### src/rtl/hpc2_sched_pkg.sv
// Shared definitions for the HPC2 gadget scheduler: randomness sizing, tag format and limits.
package hpc2_sched_pkg;

   localparam int unsigned NREQ_MAX    = 16;
   localparam int unsigned LATENCY_MAX = 4;
   localparam int unsigned ID_W        = $clog2(NREQ_MAX);

   // Fresh random bits consumed by one HPC2 AND/NAND at masking order d.
   function automatic int unsigned hpc2_rnd_bits(input int unsigned d);
      return d * (d + 1) / 2;
   endfunction

   typedef struct packed {
      logic            valid;
      logic [ID_W-1:0] id;
   } tag_t;

endpackage

### src/rtl/rr_arbiter.sv
// Round-robin arbiter: grants the first set request at or above ptr, wrapping around.
module rr_arbiter #(
   parameter int unsigned N = 4
) (
   input  logic [N-1:0]                        req,
   input  logic [((N > 1) ? $clog2(N) : 1)-1:0] ptr,
   input  logic                                en,
   output logic [N-1:0]                        gnt,
   output logic [((N > 1) ? $clog2(N) : 1)-1:0] idx
);

   localparam int unsigned W = (N > 1) ? $clog2(N) : 1;

   logic        found;
   int unsigned j;

   always_comb begin
      gnt   = '0;
      idx   = '0;
      found = 1'b0;
      j     = 0;
      for (int unsigned k = 0; k < N; k++) begin
         j = (32'(ptr) + k) % N;
         if (en && !found && req[j]) begin
            found  = 1'b1;
            gnt[j] = 1'b1;
            idx    = W'(j);
         end
      end
   end

endmodule

### src/rtl/hpc2_gadget_scheduler.sv
// Shares one pipelined HPC2 masked NAND gadget among NREQ requesters, one issue per cycle,
// pairing each issue with one fresh randomness word and routing results back by tag.
module hpc2_gadget_scheduler
   import hpc2_sched_pkg::*;
#(
   parameter int unsigned security_order = 1,
   parameter int unsigned NREQ           = 4,
   parameter int unsigned LATENCY        = 1
) (
   input  logic                                     clk,
   input  logic                                     rst,
   input  logic [NREQ-1:0]                          req_valid,
   output logic [NREQ-1:0]                          req_ready,
   input  logic [NREQ*(security_order+1)-1:0]       req_a,
   input  logic [NREQ*(security_order+1)-1:0]       req_b,
   input  logic                                     rnd_valid,
   output logic                                     rnd_ready,
   input  logic [hpc2_rnd_bits(security_order)-1:0] rnd_in,
   output logic [security_order:0]                  g_a,
   output logic [security_order:0]                  g_b,
   output logic [hpc2_rnd_bits(security_order)-1:0] g_r,
   input  logic [security_order:0]                  g_c,
   output logic [NREQ-1:0]                          rsp_valid,
   output logic [security_order:0]                  rsp_c
);

   localparam int unsigned SH  = security_order + 1;
   localparam int unsigned RND = hpc2_rnd_bits(security_order);
   localparam int unsigned PW  = (NREQ > 1) ? $clog2(NREQ) : 1;

   logic [PW-1:0]   ptr;
   logic [PW-1:0]   ptr_nxt;
   logic [NREQ-1:0] gnt;
   logic [PW-1:0]   gnt_idx;
   logic            issue;
   tag_t            pipe [LATENCY];
   tag_t            last;

   // Gating the arbiter with rnd_valid keeps req_ready low whenever randomness is missing.
   rr_arbiter #(
      .N (NREQ)
   ) u_arb (
      .req (req_valid),
      .ptr (ptr),
      .en  (rnd_valid & ~rst),
      .gnt (gnt),
      .idx (gnt_idx)
   );

   always_comb begin
      issue     = |gnt;
      req_ready = gnt;
      rnd_ready = issue;
      g_a       = issue ? req_a[gnt_idx*SH +: SH] : '0;
      g_b       = issue ? req_b[gnt_idx*SH +: SH] : '0;
      g_r       = issue ? rnd_in : RND'(0);
      ptr_nxt   = (gnt_idx == PW'(NREQ - 1)) ? '0 : gnt_idx + PW'(1);
   end

   always_ff @(posedge clk) begin
      if (rst) begin
         ptr <= '0;
         for (int unsigned s = 0; s < LATENCY; s++) begin
            pipe[s] <= '0;
         end
      end else begin
         pipe[0] <= '{valid: issue, id: ID_W'(gnt_idx)};
         for (int unsigned s = 1; s < LATENCY; s++) begin
            pipe[s] <= pipe[s-1];
         end
         if (issue) begin
            ptr <= ptr_nxt;
         end
      end
   end

   always_comb begin
      last      = pipe[LATENCY-1];
      rsp_valid = last.valid ? (NREQ'(1) << last.id) : '0;
      rsp_c     = last.valid ? g_c : '0;
   end

endmodule

### config.mk
export PLATFORM = sky130hd
export DESIGN_NAME = hpc2_gadget_scheduler
export DESIGN_NICKNAME = d
export VERILOG_FILES = /design/src/rtl/hpc2_sched_pkg.sv /design/src/rtl/rr_arbiter.sv /design/src/rtl/hpc2_gadget_scheduler.sv
export SDC_FILE = /design/constraint.sdc
export NUM_CORES = 1
export LEC_CHECK = 0
export CAP_MARGIN = 40
export CORE_MARGIN = 2
export CORE_UTILIZATION = 42
export CTS_CLUSTER_DIAMETER = 150
export DETAILED_ROUTE_END_ITERATION = 8
export GPL_ROUTABILITY_DRIVEN = 0
export PLACE_DENSITY = 0.8
export RECOVER_POWER = 50
export SLEW_MARGIN = 10
export SYNTH_ARGS = -nofsm -noshare
export SYNTH_HDL_FRONTEND = slang
export SYNTH_SLANG_ARGS = --single-unit
### constraint.sdc
create_clock -name clk -period 3.9 [get_ports clk]
set_clock_uncertainty 0.2 [all_clocks]
set_input_delay 0.78 -clock clk [delete_from_list [all_inputs] [get_ports clk]]
set_output_delay 0.78 -clock clk [all_outputs]
set_load 0.02 [all_outputs]
### Met1 routing, run 1

Supply wires on this layer in grey.
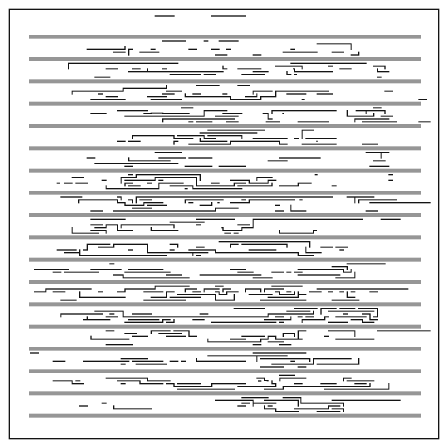
longest straight run	23.9 um
nets with wire on the layer	185
wire length on this layer	1250 um

### Signal wires on met2, run 1

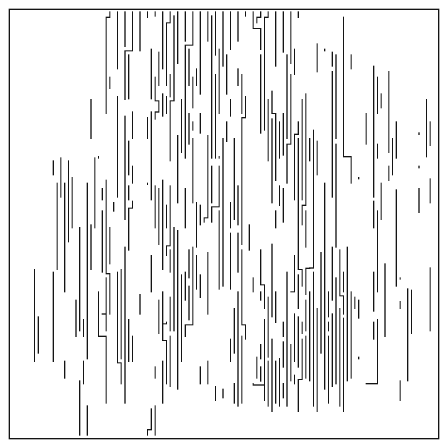
longest straight run	25.2 um
main direction	vertical
wire length on this layer	1650 um

==> reports/qor.txt, run 1 <==
Chip Height: 52.2 um
GRT overflow: 0
Length of routed wiring on met1: 1250 um
Synth warnings: 0
Non-clock buffer share: 36.1%
Core area: 2210 um^2
Port Buffers: 41
Crit path kind: input pin to output port
Largest class: combinational gates
Post-synth EDFFs: 0
Post-synth top area share: 11.3%
Layout area overhead: 73.1%
Setup TNS: 0 ns
DR vias: 1128
Setup slack after layout: 0.0359 ns
CP Data Required Time: 2.92 ns
Die X: 52.2 um
Design area: 1690 um^2
N_diodes: 0
Top reg by flops: pipe
CTS tree: done
Tap cell count: 28
HP Class: flop to flop
Fin. max-slew vios: 0
Place WS: -0.725 ns
Maximum root-to-sink buffer count: 2
Routed wire length: 3040 um
CP Capture Point: g_a[0]
Most numerous logic cell after layout: buf_4
Switch share: 46.4%
Clock-pin slew on the worst setup and hold paths: 0.05 ns
Biggest area cells: mux2i_1 (11%), dfxtp_1 (10%), ha_1 (10%), a211oi_1 (6.9%), mux4_2 (6.9%)
CTS Buf Count: 3
Area after DPL: 1530 um^2
Initial DRC count: 19
Yosys stat chip area: 977 um^2
Crit path cell chain: buf_6 -> and2b_1 -> mux4_2 -> a22oi_2 -> a41oi_2 -> nor4bb_2 -> buf_4 -> buf_12 -> a211oi_1 -> buf_2
Flop share of the area: 6.07%
Max Cap Violations: 0
Worst setup EP type: output port
Startpoint types: input pin
Crit-path slowest cell: mux4_2
Seq pwr share: 9.2%
Hold Buf Count CTS: 0
Top logic family: AND-OR/OR-AND gates
Pwr dens: 542 nW/um^2
Fmax: 0.259 GHz
Post-Layout Cell Count: 209
Crit path buffers/inverters: 4
Hold path start: ptr[1]
IO Pins: 42
Adder share: 10.2%
WL/cell: 14.6 um
Syn_area_per_cell: 8.50 um^2
Rel. slew slack: 57.5%
Crit path DAT: 2.88 ns
Grt met1 use: 27.3%
Post-synth net total: 149
Post-DP HPWL: 2200 um
Non-clock buffer count: 68
Slowest Stage Delay on Critical Path: 0.52 ns
Init Core Util: 44.2%
Static leakage power: 0.736 nW
GRT Total Usage: 23.5%
CP Depth: 10
Gate Count Post-Synth: 115
DRC errors left: 0
Seq cells post-synth: 5
Comb gate area: 887 um^2
Yosys simple share: 23.2%
Final core utilization: 76.5%
Maximum vdd drop: 0.321 mV
Die area: 2730 um^2
Top_reg_cell synth: dfxtp_1
Synth cell count leaders: nand2_1 (12), mux2i_1 (11), a211oi_1 (9)
Reg-to-Reg End: ptr[0]
Latency at later pin: 0.26 ns
Cell Int Power: 0.491 mW
Max power group: combinational logic
Most instantiated library cell after synthesis: nand2_1
Dominant cell type by area after synthesis: mux2i_1
Worst r2r path cells: 12
Via density: 5.40
Cell Count Post-Placement: 200
Hold WS: 0.459 ns
First-pass GRT wire length: 4750 um
Largest net degree at the start of global routing: 17
Synth cell types: 39
Clk network pwr share: 7.1%
Seq. pwr: 0.0848 mW
Clock buffers: 4
Top Layout Cells: buf_4 (27), clkdlybuf4s50_1 (26), nand2_1 (12), mux2i_1 (10), a211oi_1 (8)
Worst Setup SP: req_valid[1]
Logic share of the area: 52.4%
NumNets Final: 216
Top routing layer in use: met4
Flop2flop setup slack: 1.00 ns
Met2 Use GR: 43.0%
Vias in the first global route: 1114
Part of the cycle the worst path needs: 99.1%
Share of layout cells above drive strength 1: 35.4%
Fin. Hold Viols: 0
Mapped cell area: 977 um^2
Comb group: 0.767 mW
Status: complete, no violations
Inverters: 8
Post-CTS Setup Bufs: 3
Worst-path maximum fanout: 7
Layout clock area frac: 1.55%
Routed met3 length: 73 um
Hold Path Stages: 3
Cell count in the Yosys report: 115
First drt pass iteration count: 5
Post-synth seq share: 10.2%
Area fraction in xor and xnor cells: 0.896%
Delay-heaviest family, CP: buffers and inverters
Final min period: 3.86 ns
Root Driver: clkbuf_4
Ys async rst share: 0%
Resized cells post-CTS: 44
Layout fillers: 152
Switch Pwr: 0.426 mW
Comb pwr share: 83.6%
Max FFs per register: 3
Slew @ Worst Pin: 0.633 ns
# setup viols final: 0
Busiest grt layer: met2
Reg area: 103 um^2
Reg2reg start: ptr[1]
Row count: 17
Top flop regs: pipe: 3 flops, ptr: 2 flops
WL met2: 1650 um
Synth mux share: 20.5%
Tot Pwr: 0.917 mW
MI comb cells: 96
Endpoint, Worst Hold: ptr[1]
# H-tree levels: 1
### Signal wires on met3, run 1

The bar under the picture is 20 um long. Cells faint in the background.
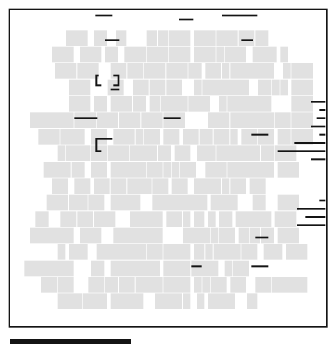
main direction	horizontal
share of all routed wire	2.4%
wire length on this layer	73.6 um
nets with wire on the layer	22

==> run 2, diff against run 1 <==
- TNS_END_PERCENT: not set -> 30
### Clock routing, run 2

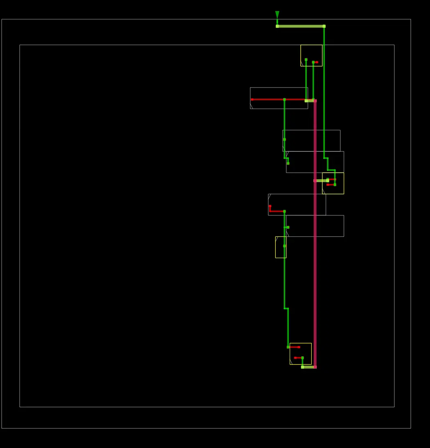
CTS Buf Count: 3
Clk. pwr: 0.0638 mW
seq_cells: 5

==> run 2 against run 1 <==
Cell count decreased by 0.96%. Routed wire length decreased by 1.3%. Worst setup slack improved by 0.044 ns. Sequential cell count unchanged. Highest routed layer unchanged. Core utilization decreased by 3.7 points. Count of clock-buffer cells in the layout unchanged. Non-clock buffer count decreased by 2. Maximum frequency increased by 1.2%. Power decreased by 5.1%. Via count decreased by 1.2%. Area after synthesis unchanged. Die size unchanged.
==> reports/qor.txt, run 2 <==
Status: complete, no violations
Die X: 52.2 um (unchanged)
Area after DPL: 1530 um^2 (unchanged)
Non-clock buffer count: 66 (-2.9%)
GRT overflow: 0 (unchanged)
Max Cap Violations: 0 (unchanged)
Chip Height: 52.2 um (unchanged)
DRC errors left: 0 (unchanged)
Length of routed wiring on met1: 1180 um (-5.1%)
Largest class: combinational gates
Syn_area_per_cell: 8.50 um^2 (unchanged)
Crit path cell chain: clkbuf_4 -> and2b_1 -> mux4_2 -> a22oi_2 -> a41oi_2 -> nor4bb_2 -> buf_4 -> a211oi_1 -> buf_2
Top logic family: AND-OR/OR-AND gates
Static leakage power: 0.726 nW (-1.4%)
Comb gate area: 867 um^2 (-2.3%)
Pwr dens: 540 nW/um^2 (-0.33%)
Setup slack after layout: 0.0803 ns (+0.0444 ns)
Synth cell types: 39 (unchanged)
Worst r2r path cells: 11 (-1)
Top routing layer in use: met4
Mapped cell area: 977 um^2 (unchanged)
Post-synth seq share: 10.2% (unchanged)
Crit-path slowest cell: mux4_2
DR vias: 1115 (-1.2%)
Most numerous logic cell after layout: clkdlybuf4s50_1
Most instantiated library cell after synthesis: nand2_1
Post-synth EDFFs: 0 (unchanged)
Gate Count Post-Synth: 115 (unchanged)
Layout clock area frac: 1.63% (+0.078 points)
HP Class: flop to flop
# H-tree levels: 1 (unchanged)
Routed met3 length: 80 um (+9.6%)
Top_reg_cell synth: dfxtp_1
WL met2: 1660 um (+0.85%)
Ys async rst share: 0% (unchanged)
Maximum vdd drop: 0.318 mV (-0.80%)
Seq cells post-synth: 5 (unchanged)
Largest net degree at the start of global routing: 17 (unchanged)
Comb pwr share: 83.1% (-0.5 points)
Hold Buf Count CTS: 0 (unchanged)
Max FFs per register: 3 (unchanged)
# setup viols final: 0 (unchanged)
Setup TNS: 0 ns (unchanged)
Adder share: 10.2% (unchanged)
GRT Total Usage: 23.3% (-0.17 points)
Delay-heaviest family, CP: buffers and inverters
WL/cell: 14.5 um (-0.33%)
Post-synth net total: 149 (unchanged)
Crit path DAT: 2.84 ns (-0.04 ns)
Tap cell count: 28 (unchanged)
Top flop regs: pipe: 3 flops, ptr: 2 flops
Busiest grt layer: met2
Reg area: 100 um^2 (-2.4%)
Synth cell count leaders: nand2_1 (12), mux2i_1 (11), a211oi_1 (9)
CP Data Required Time: 2.92 ns (about the same)
Post-Layout Cell Count: 207 (-0.96%)
Hold path start: ptr[1]
Post-synth top area share: 11.3% (unchanged)
Reg-to-Reg End: ptr[0]
Met2 Use GR: 42.6% (-0.42 points)
Tot Pwr: 0.870 mW (-5.1%)
CP Capture Point: g_b[0]
Maximum root-to-sink buffer count: 2 (unchanged)
Layout fillers: 171 (+13%)
Seq. pwr: 0.0836 mW (-1%)
Slew @ Worst Pin: 0.610 ns (-0.0229 ns)
Non-clock buffer share: 34.3% (-1.8 points)
Post-DP HPWL: 2200 um (unchanged)
Top Layout Cells: clkdlybuf4s50_1 (25), buf_4 (24), nand2_1 (12), mux2i_1 (10)
Switch Pwr: 0.410 mW (-3.7%)
Clock buffers: 4 (unchanged)
Cell Count Post-Placement: 200 (unchanged)
Share of layout cells above drive strength 1: 33.0% (-2.4 points)
Via density: 5.39 (-0.20%)
Crit path buffers/inverters: 3 (-1)
Flop share of the area: 6.22% (+0.15 points)
Worst Setup SP: req_valid[3]
First drt pass iteration count: 6 (+1)
Fin. max-slew vios: 0 (unchanged)
Post-CTS Setup Bufs: 1 (-2)
Root Driver: clkbuf_4
Core area: 2210 um^2 (unchanged)
Init Core Util: 44.2% (unchanged)
Worst setup EP type: output port
Resized cells post-CTS: 37 (-16%)
Synth mux share: 20.5% (unchanged)
Final min period: 3.82 ns (-0.0444 ns)
CP Depth: 9 (-1)
Hold Path Stages: 3 (unchanged)
Die area: 2730 um^2 (unchanged)
Place WS: -0.725 ns (unchanged)
N_diodes: 0 (unchanged)
Yosys simple share: 23.2% (unchanged)
Cell Int Power: 0.460 mW (-6.4%)
Fmax: 0.262 GHz (+1.2%)
Clock-pin slew on the worst setup and hold paths: 0.05 ns (about the same)
Part of the cycle the worst path needs: 97.9% (-1.1 points)
Dominant cell type by area after synthesis: mux2i_1
Row count: 17 (unchanged)
Flop2flop setup slack: 1.08 ns (+0.08 ns)
Inverters: 8 (unchanged)
Cell count in the Yosys report: 115 (unchanged)
First-pass GRT wire length: 4720 um (-0.59%)
Startpoint types: input pin
Switch share: 47.1% (+0.71 points)
Hold WS: 0.470 ns (+0.0119 ns)
Synth warnings: 0 (unchanged)
Design area: 1610 um^2 (-4.8%)
Fin. Hold Viols: 0 (unchanged)
Yosys stat chip area: 977 um^2 (unchanged)
Worst-path maximum fanout: 8 (+1)
Routed wire length: 3010 um (-1.3%)
Comb group: 0.723 mW (-5.7%)
Max power group: combinational logic
Slowest Stage Delay on Critical Path: 0.52 ns (about the same)
Vias in the first global route: 1107 (-0.63%)
Final core utilization: 72.8% (-3.7 points)
IO Pins: 42 (unchanged)
Seq pwr share: 9.6% (+0.4 points)
Grt met1 use: 26.4% (-0.83 points)
Latency at later pin: 0.25 ns (about the same)
Endpoint, Worst Hold: ptr[1]
Reg2reg start: ptr[1]
CTS tree: done
Rel. slew slack: 59.1% (+1.5 points)
Layout area overhead: 64.8%
MI comb cells: 96 (unchanged)
Logic share of the area: 53.8% (+1.4 points)
### Gate-type map, run 2

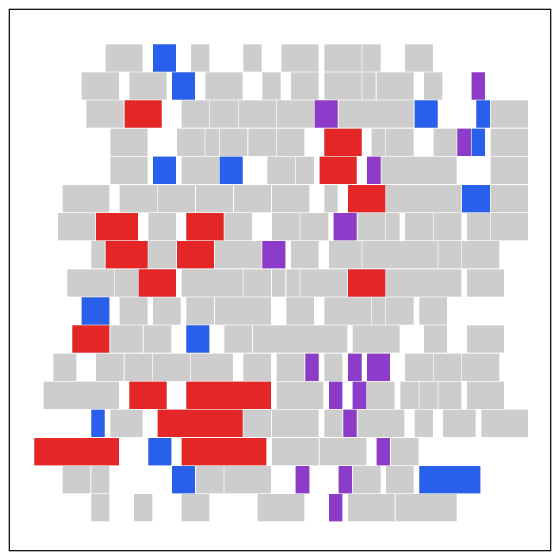
colour	family	cells	most used
purple	NAND gates	16	nand2_1
red	multiplexers	16	mux2i_1
blue	NOR gates	14	nor2b_1

No activity file was given, so power comes from the tool's default toggle rates.
